**Run 1: track usage over the die**

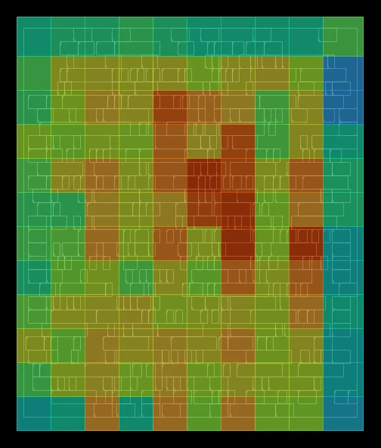
**Run 1: cells by drive strength**

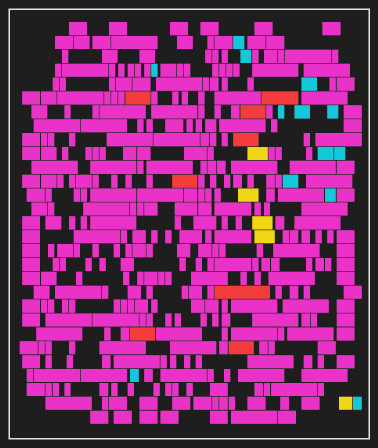
**Run 1: placement density heat map**

The die is cut into 7 by 8 equal tiles; black is low, pale yellow is high, 0 to 100% covered.
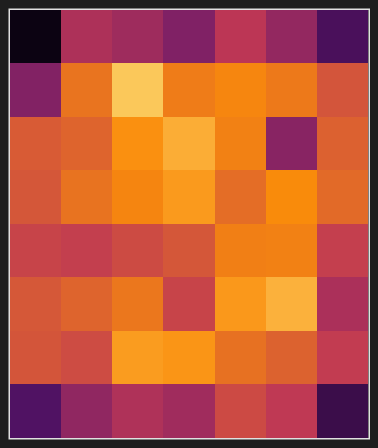
**Run 1: cells colored by class**

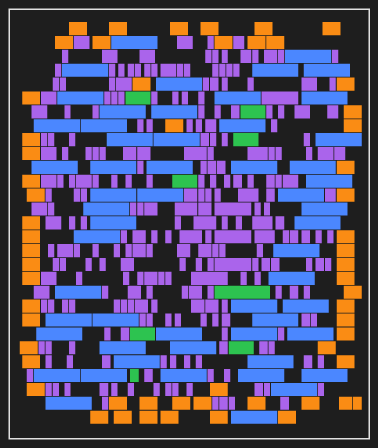
**config.mk**
```make
export PLATFORM = sky130hd
export DESIGN_NAME = adder_seq_ctrl
export DESIGN_NICKNAME = d
export VERILOG_FILES = /design/src/rtl/adder_seq_ctrl_pkg.sv /design/src/rtl/adder4.sv /design/src/rtl/adder_seq_ctrl.sv
export SDC_FILE = /design/constraint.sdc
export NUM_CORES = 1
export LEC_CHECK = 0
export ABC_AREA = 1
export CAP_MARGIN = 20
export CORE_ASPECT_RATIO = 1.2
export CORE_UTILIZATION = 50
export CTS_CLUSTER_DIAMETER = 80
export DETAILED_ROUTE_END_ITERATION = 16
export GPL_ROUTABILITY_DRIVEN = 0
export HOLD_SLACK_MARGIN = 0.15
export MAX_ROUTING_LAYER = met4
export PLACE_DENSITY_LB_ADDON = 0.05
export SYNTH_ARGS = -nofsm -noshare
export SYNTH_HDL_FRONTEND = slang
export SYNTH_HIERARCHICAL = 1
export SYNTH_SLANG_ARGS = --single-unit
```
**constraint.sdc**
```tcl
create_clock -name clk -period 6.58 [get_ports clk]
set_clock_uncertainty 0.15 [all_clocks]
set_input_delay 1.316 -clock clk [delete_from_list [all_inputs] [get_ports clk]]
set_output_delay 1.316 -clock clk [all_outputs]
set_load 0.05 [all_outputs]
```
**src/rtl/adder_seq_ctrl_pkg.sv**
```systemverilog
// Shared definitions for the nibble-serial add/subtract controller:
// FSM state encodings and the width of the reused adder slice.
package adder_seq_ctrl_pkg;

  localparam int SLICE_W = 4;

  typedef enum logic [1:0] {
    IDLE = 2'd0,
    ADD  = 2'd1,
    DONE = 2'd2
  } state_e;

endpackage

```
**src/rtl/adder4.sv**
```systemverilog
// 4-bit ripple-carry adder slice, purely combinational.
module adder4 (
  input  logic [3:0] a_i,
  input  logic [3:0] b_i,
  input  logic       c_i,
  output logic [3:0] s_o,
  output logic       c_o
);

  logic c;

  always_comb begin
    s_o = '0;
    c   = c_i;
    for (int i = 0; i < 4; i++) begin
      s_o[i] = a_i[i] ^ b_i[i] ^ c;
      c      = (a_i[i] & b_i[i]) | (c & (a_i[i] ^ b_i[i]));
    end
    c_o = c;
  end

endmodule

```
**src/rtl/adder_seq_ctrl.sv**
```systemverilog
// WIDTH-bit add/subtract built from one reused 4-bit slice, one nibble per cycle, LSB first.
// Result valid NIBBLES cycles after accept; held in DONE until out_ready, new operands refused meanwhile.
module adder_seq_ctrl
  import adder_seq_ctrl_pkg::*;
#(
  parameter int NIBBLES = 4
) (
  input  logic                     clk,
  input  logic                     rst_n,
  input  logic                     in_valid,
  output logic                     in_ready,
  input  logic [SLICE_W*NIBBLES-1:0] a,
  input  logic [SLICE_W*NIBBLES-1:0] b,
  input  logic                     sub,
  input  logic                     c_in,
  output logic                     out_valid,
  input  logic                     out_ready,
  output logic [SLICE_W*NIBBLES-1:0] sum,
  output logic                     c_out,
  output logic                     ovf
);

  localparam int IDXW = (NIBBLES > 1) ? $clog2(NIBBLES) : 1;
  localparam logic [IDXW-1:0] LAST_IDX = IDXW'(NIBBLES - 1);

  state_e                            state_q;
  logic   [IDXW-1:0]                 idx_q;
  logic                              carry_q;
  logic   [NIBBLES-1:0][SLICE_W-1:0] a_q;
  logic   [NIBBLES-1:0][SLICE_W-1:0] b_q;
  logic   [NIBBLES-1:0][SLICE_W-1:0] sum_q;
  logic                              c_out_q;
  logic                              ovf_q;

  logic [SLICE_W-1:0] slice_s;
  logic               slice_c;

  adder4 u_slice (
    .a_i (a_q[idx_q]),
    .b_i (b_q[idx_q]),
    .c_i (carry_q),
    .s_o (slice_s),
    .c_o (slice_c)
  );

  // Handshake outputs are pure state decodes, so no input reaches them combinationally.
  assign in_ready  = (state_q == IDLE);
  assign out_valid = (state_q == DONE);
  assign sum       = sum_q;
  assign c_out     = c_out_q;
  assign ovf       = ovf_q;

  always_ff @(posedge clk or negedge rst_n) begin
    if (!rst_n) begin
      state_q <= IDLE;
      idx_q   <= '0;
      carry_q <= 1'b0;
      a_q     <= '0;
      b_q     <= '0;
      sum_q   <= '0;
      c_out_q <= 1'b0;
      ovf_q   <= 1'b0;
    end else begin
      case (state_q)
        IDLE: begin
          if (in_valid) begin
            // Subtraction is A + ~B + 1, so c_in is irrelevant when sub is set.
            a_q     <= a;
            b_q     <= sub ? ~b : b;
            carry_q <= sub ? 1'b1 : c_in;
            idx_q   <= '0;
            state_q <= ADD;
          end
        end
        ADD: begin
          sum_q[idx_q] <= slice_s;
          carry_q      <= slice_c;
          if (idx_q == LAST_IDX) begin
            c_out_q <= slice_c;
            ovf_q   <= (a_q[NIBBLES-1][SLICE_W-1] == b_q[NIBBLES-1][SLICE_W-1]) &&
                       (slice_s[SLICE_W-1] != a_q[NIBBLES-1][SLICE_W-1]);
            state_q <= DONE;
          end else begin
            idx_q <= idx_q + 1'b1;
          end
        end
        DONE: begin
          if (out_ready) state_q <= IDLE;
        end
        default: state_q <= IDLE;
      endcase
    end
  end

endmodule

```
==> run summary, run 1 <==
achievable clock frequency -> 0.277 GHz
met2 demand-to-capacity share in global routing -> 33.7%
Met1 Wirelength -> 2.43 mm
kind of cell adding the most delay to the critical path -> adder cells
I/O pin cnt -> 58
IR drop worst, VDD -> 0.000205 V
proportion of cell area occupied by multi-input gates -> 34.0%
worst reg2reg path depth -> 17
met3 Use GR -> 3.99%
number of warning messages in the logs -> 29
most common library cell in the layout ignoring fill and taps -> nand2_1
DR top layer -> met4
worst hold path endpoint -> sum[9]
async set or reset register ratio after synthesis -> 100%
Remaining DRCs -> 0
# port buffers -> 57
count of state elements after synthesis -> 55
class of the tightest hold or removal check -> reg -> reg
capture point of the worst reg-to-reg path -> ovf
Antenna Cells -> 0
most area-hungry cell type in the Yosys netlist -> dfrtp_1
final number of hold-violating endpoints -> 0
number of antenna-violating nets in the routed design -> 0
area of the synthesized netlist per yosys stat -> 0.00279 mm²
delay of the slowest critical-path stage -> 0.64 ns
number of cells produced by synthesis -> 327
CTS tree -> done
start-to-end type of the worst setup path -> reg -> reg
status -> finished, final reports clean
sequential cells -> 55
met3 routed wirelength -> 154 µm
placed cells -> 433
critical path endpoint category -> flip-flop
average footprint of a synthesized cell -> 8.54 µm²
Met2 Wirelength -> 2.76 mm
number of logic gates -> 219
floorplan die width -> 70.2 µm
flip-flops with a built-in enable -> 0
number of buffers and inverters on the critical path -> 6
reg2reg setup slack -> 2.96 ns
crit path max fanout -> 31
Chip Area -> 0.00589 mm²
top cells, area -> dfrtp_1 49%, nand2_1 18%, xor2_1 5.0%
share of final-layout standard cells stronger than drive strength 1 -> 6.86%
final period utilization -> 55.0%
Clock buf/inv share -> 3.39%
clock buffer count in the final layout -> 6
portion of the post-synthesis area used by sequential elements -> 49.3%
Mapped Nets -> 373
tap cell count -> 62
share of Yosys cell area claimed by the top area cell type -> 49.3%
most numerous cell in the Yosys netlist -> nand2_1
vias in the first global route -> 2,056
Flop area -> 0.00138 mm²
Slew @ Worst Pin -> 0.874 ns
area-dominant cell class after layout -> registers
Non-clock inverters -> 39
required time of the worst setup path -> 6.64 ns
switching power -> 949 µW
Comb power -> 1090 µW
Root Driver -> clkbuf_8
cell repeated most along the worst path -> inv_1
Notes on 'track usage over the die' above:
post-layout utilization of the core: 65.1%
GRT busiest layer: met2
total routing resource utilization after global routing: 20.8%
met1 global-route usage: 26.4%

Notes on 'cells by drive strength' above:
color	size	cells
red	drive 6 and up	8
cyan	drive 2	13
yellow	drive 3 to 4	5
magenta	drive 1 or less	353
post-route design area: 0.00347 mm²
post-synthesis to final-layout area growth: 24.3%
worst setup slack after layout: 2.96 ns
buffer count excluding the clock tree in the final layout: 58

Notes on 'placement density heat map' above:
mean over tiles	58%
fullest tile	88%
tiles over 75% full	14%
core footprint: 0.00533 mm²
pre-placement core utilization: 52.4%

Notes on 'cells colored by class' above:
color	class	cells
purple	all other logic	258
orange	other buffers and delay cells	58
blue	flip-flops	55
green	clock drivers and dummy loads	8
Rows: 29
sequential share of cell area: 39.6%

## run 1: registers in the layout (all words and copies together), names as in the netlist
name and count:
ovf 1, a_q 16, idx_q 2, c_out 1, b_q 16, state_q 2
carry_q 1, sum 16
## run 1: worst max path at each step
stage,to,slack [ns],cells after the start,start
finish,ovf,2.96,17,idx_q[0]
CTS,ovf,2.98,17,idx_q[0]
floorplan,ovf,3.49,18,idx_q[0]
global placement,ovf,3.11,17,idx_q[0]
global route,ovf,2.69,17,idx_q[0]
detailed placement,ovf,2.99,17,idx_q[0]
## run 1: cell families after synthesis
| logic type | Yosys count | share of synthesized area, % |
|---|---|---|
| fa+ha+maj | 8 | 4.66 |
| simple gates | 154 | 23.2 |
| compound gates | 41 | 9.40 |
| xor+xnor | 16 | 5.02 |
| buf+inv | 53 | 8.46 |
| flops | 55 | 49.3 |
**Run 1: sequential cells grouped by signal name**

Other sequential cells in the stronger gray, the rest of the logic in the fainter gray.
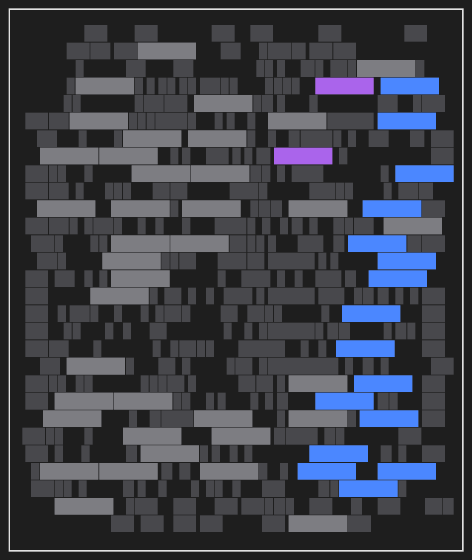

==> inputs of run 2 (changes only) <==
- CORE_UTILIZATION: 50 -> 46
- clock period: 6.58 -> 3.3 ns (I/O delays scaled with it)
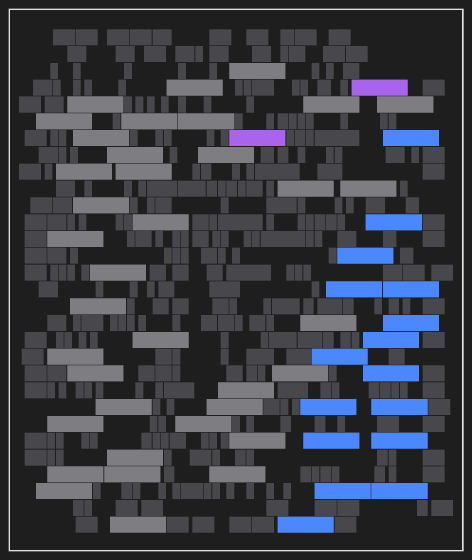
**Above:** run 2 (sequential cells grouped by signal name).
Other sequential cells in the stronger gray, the rest of the logic in the fainter gray.
color	netlist name	sequential cells
blue	sum	16
purple	state_q	2
not colored	37
total sequential power: 1190 µW
Flop area: 0.00138 mm²

==> run 2 against run 1 <==
Non-clock buffer count up 8. Final area up 1.4%. Register-to-register slack worse by 2.7 ns. Die size up 8.5%. Routed wire length up 2.8%. Sequential share of layout area down 0.55 points. Fmax up 19%. Utilization down 3.8 points. First-iteration DRC count down 17%. Clock-buffer cell count up 1.
==> run summary, run 2 <==
placed cells -> 458 (was 433)
number of violations of the max-capacitance limit -> 0 (unchanged)
vias in the first global route -> 2,131 (was 2,056)
area-dominant cell class after layout -> registers (unchanged)
proportion of cell area occupied by multi-input gates -> 33.5% (was 34.0%)
worst hold path endpoint -> b_q[10] (was sum[9])
post-route total power -> 3830 µW (was 1930 µW)
post-synthesis to final-layout area growth -> 26.0% (was 24.3%)
number of CTS-inserted buffers -> 5 (unchanged)
multiplexer area fraction after synthesis -> 0% (unchanged)
half-perimeter wire length of the detailed placement result -> 4.23 mm (was 3.95 mm)
dpl cell area -> 0.00343 mm² (was 0.00335 mm²)
Non-clock inverters -> 39 (unchanged)
tap cell count -> 80 (was 62)
critical path endpoint category -> flip-flop (unchanged)
count of state elements after synthesis -> 55 (unchanged)
area share of xor/xnor cells in the synthesized design -> 5.02% (unchanged)
total routing resource utilization after global routing -> 21.0% (was 20.8%)
pre-CTS setup slack -> 0.202 ns (was 2.99 ns)
number of cells produced by synthesis -> 327 (unchanged)
adder-cell share of the synthesized area -> 4.66% (unchanged)
met2 demand-to-capacity share in global routing -> 35.2% (was 33.7%)
final period utilization -> 91.9% (was 55.0%)
yosys cell count -> 327 (unchanged)
detailed-router iteration count before antenna repair -> 4 (unchanged)
H-tree Lvls -> 2 (unchanged)
hold-critical path depth -> 2 (unchanged)
most numerous cell in the Yosys netlist -> nand2_1 (unchanged)
number of logic gates -> 219 (unchanged)
relative slew slack -> 40.8% (was 41.5%)
status -> finished, final reports clean (unchanged)
worst setup slack after layout -> 0.266 ns (was 2.96 ns)
post-route design area -> 0.00352 mm² (was 0.00347 mm²)
number of pins with negative max-slew slack in the final report -> 0 (unchanged)
Fin Hold WS -> 0.333 ns (was 0.336 ns)
clock share of power -> 9.3% (was 11.9%)
clock network power consumption -> 356 µW (was 229 µW)
final number of setup-violating endpoints -> 0 (unchanged)
worst-path cell with the longest stage delay -> fa_1 (was inv_1)
accumulated negative setup slack -> 0 ns (unchanged)
share of final-layout standard cells stronger than drive strength 1 -> 8.53% (was 6.86%)
CTS tree -> done (unchanged)
most frequently used flop master after synthesis -> dfrtp_1 (unchanged)
leading power group -> combinational logic (unchanged)
Root Driver -> clkbuf_8 (unchanged)
combinational gate area -> 0.00118 mm² (unchanged)
die boundary height -> 87.4 µm (was 83.9 µm)
buffer count excluding the clock tree in the final layout -> 66 (was 58)
area of the synthesized netlist per yosys stat -> 0.00279 mm² (unchanged)
Skew-Pair Late Insertion Delay -> 0.30 ns (was 0.31 ns)
met1 global-route usage -> 25.8% (was 26.4%)
Worst Setup SP -> idx_q[0] (unchanged)
reg2reg setup slack -> 0.27 ns (was 2.96 ns)
start-to-end type of the worst setup path -> reg -> reg (unchanged)
Mapped Nets -> 373 (unchanged)
post-detailed-routing wire length -> 5.57 mm (was 5.42 mm)
cell repeated most along the worst path -> inv_1 (unchanged)
delay of the slowest critical-path stage -> 0.40 ns (was 0.64 ns)
capture point of the worst reg-to-reg path -> ovf (unchanged)
type of origin of the critical path -> flip-flop (unchanged)
class of the tightest hold or removal check -> reg -> reg (unchanged)
GRT busiest layer -> met2 (unchanged)
most area-hungry cell type in the Yosys netlist -> dfrtp_1 (unchanged)
required time of the worst setup path -> 3.35 ns (was 6.64 ns)
Power Internal -> 1910 µW (was 983 µW)
Rows -> 30 (was 29)
worst setup path endpoint -> ovf (unchanged)
IR drop worst, VDD -> 0.000356 V (was 0.000205 V)
worst path cell trace -> inv_2 > buf_4 > o211ai_1 > nand2_1 > fa_1 > inv_1 > fa_1 > inv_1 > fa_1 > inv_1 > fa_1 > inv_1 > inv_1 > nand3_1 > nand2_1 > nand2_1 > nand2_1 (was inv_1 > nand2_1 > o211ai_1 > nand2_1 > fa_1 > inv_1 > fa_1 > inv_1 > fa_1 > inv_1 > fa_1 > inv_1 > inv_1 > nand3_1 > nand2_1 > nand2_1 > nand2_1)
flip-flops with a built-in enable -> 0 (unchanged)
combinational share of power -> 59.5% (was 56.7%)
data-path buffer share of cell area in the final layout -> 18.1% (was 16.5%)
Slew @ Worst Pin -> 0.886 ns (was 0.874 ns)
most used standard cells in the synthesized netlist -> 135 x nand2_1, 55 x dfrtp_1, 36 x inv_1 (unchanged)
Layout Nets -> 432 (was 424)
Chip Area -> 0.00639 mm² (was 0.00589 mm²)
number of warning messages in the logs -> 29 (unchanged)
async set or reset register ratio after synthesis -> 100% (unchanged)
share of Yosys cell area claimed by the top area cell type -> 49.3% (unchanged)
worst reg2reg path depth -> 17 (unchanged)
sequential cells -> 55 (unchanged)
Dominant combinational family -> simple AND/OR/NAND/NOR gates (unchanged)
AND/OR/NAND/NOR Cells, Area Fraction -> 23.2% (unchanged)
time the worst path needs with I/O delays and setup -> 3.03 ns (was 3.62 ns)
maximum number of pins on one net before global-route repair -> 41 (was 56)
final standard cell count with taps included and fillers excluded -> 467 (was 441)
sequential share of cell area -> 39.1% (was 39.6%)
critical path arrival -> 3.08 ns (was 3.68 ns)
# port buffers -> 57 (unchanged)
Antenna Cells -> 0 (unchanged)
switching power -> 1910 µW (was 949 µW)
most common library cell in the layout ignoring fill and taps -> nand2_1 (unchanged)
number of antenna-violating nets in the routed design -> 0 (unchanged)
maximum root-to-sink buffer count -> 2 (unchanged)
power per unit of standard cell area -> 1090 mW/mm² (was 556 mW/mm²)
crit path max fanout -> 12 (was 31)
floorplan die width -> 73.1 µm (was 70.2 µm)
Sink Count -> 55 (unchanged)
Initial DRC Count -> 68 (was 82)
Remaining DRCs -> 0 (unchanged)
RSZ-0062 raised after global routing -> false (unchanged)
worst flop-to-flop path startpoint -> idx_q[0] (unchanged)
vias per inst -> 4.73 (was 4.90)
commonest cells after routing, fill and taps aside -> 135 x nand2_1, 56 x clkdlybuf4s50_1, 55 x dfrtp_1 (unchanged)
I/O pin cnt -> 58 (unchanged)
average routed wire per standard cell -> 11.9 µm (was 12.3 µm)
final number of hold-violating endpoints -> 0 (unchanged)
number of buffers inserted by post-CTS setup repair -> 0 (unchanged)
top cells, area -> dfrtp_1 49%, nand2_1 18%, xor2_1 5.0% (unchanged)
Clock buf/inv share -> 2.31% (was 3.39%)
average footprint of a synthesized cell -> 8.54 µm² (unchanged)
clock buffer count in the final layout -> 7 (was 6)
portion of total power attributed to sequential cells -> 31.1% (was 31.5%)
proportion of total power due to net switching -> 50.0% (was 49.1%)
achievable clock frequency -> 0.330 GHz (was 0.277 GHz)
combined area of all synthesized cells -> 0.00279 mm² (unchanged)
number of distinct library cell variants in the gate-level netlist after synthesis -> 25 (unchanged)
Compound Share, Synth -> 9.40% (unchanged)
Worst-path clk slew -> 0.09 ns (about the same)
met3 Use GR -> 3.94% (was 3.99%)
Yosys Warn Count -> 6 (unchanged)
portion of the post-synthesis area used by sequential elements -> 49.3% (unchanged)
Comb power -> 2280 µW (was 1090 µW)
worst min-delay path startpoint -> b_q[10] (was sum[9])
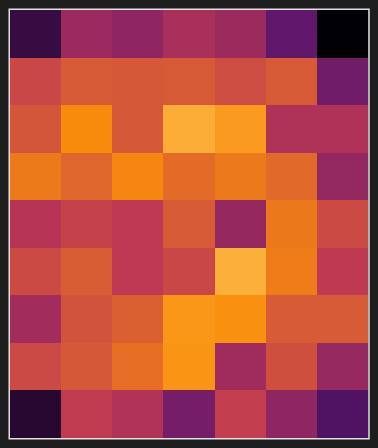
**Above:** run 2 (placement density heat map).
The die is cut into 7 by 9 equal tiles; black is low, pale yellow is high, 0 to 100% covered.
nearly empty tiles	1.6%
tiles over 75% full	9.5%
fullest tile	83%
mean over tiles	54%
emptiest ninth of the die	top right
post-layout utilization of the core: 61.3%
core footprint: 0.00574 mm²
pre-placement core utilization: 48.6%

-- run 2: cell counts after synthesis --
No cell type changed its count.
-- run 2: routing by layer --
| metal | share of wire (%) | up-vias | routed length (µm) |
|---|---|---|---|
| met4 | 0.88 | 0 | 49 |
| li1 | - | 1125 | - |
| met3 | 3.5 | 4 | 196 |
| met1 | 45 | 1023 | 2490 |
| met2 | 51 | 56 | 2830 |
| met5 | 0 | - | 0 |
-- run 2: worst max-delay path, delay by kind of cell, from the launching register on --
kind                     cells  cell delay, ns
adder cells (fa/ha/maj)      4            1.31
buffers and inverters        7            0.61
AND-OR/OR-AND                1            0.18
AND/OR/NAND/NOR              5            0.31
flip-flops                   1            0.37
-- run 2: repair_timing --
item,CTS,global route
hold buffers,1,0
hold endpoints to repair,16,0
gates resized,0,2
setup endpoints to repair,0,1
Power is estimated from default activity; no workload was simulated.
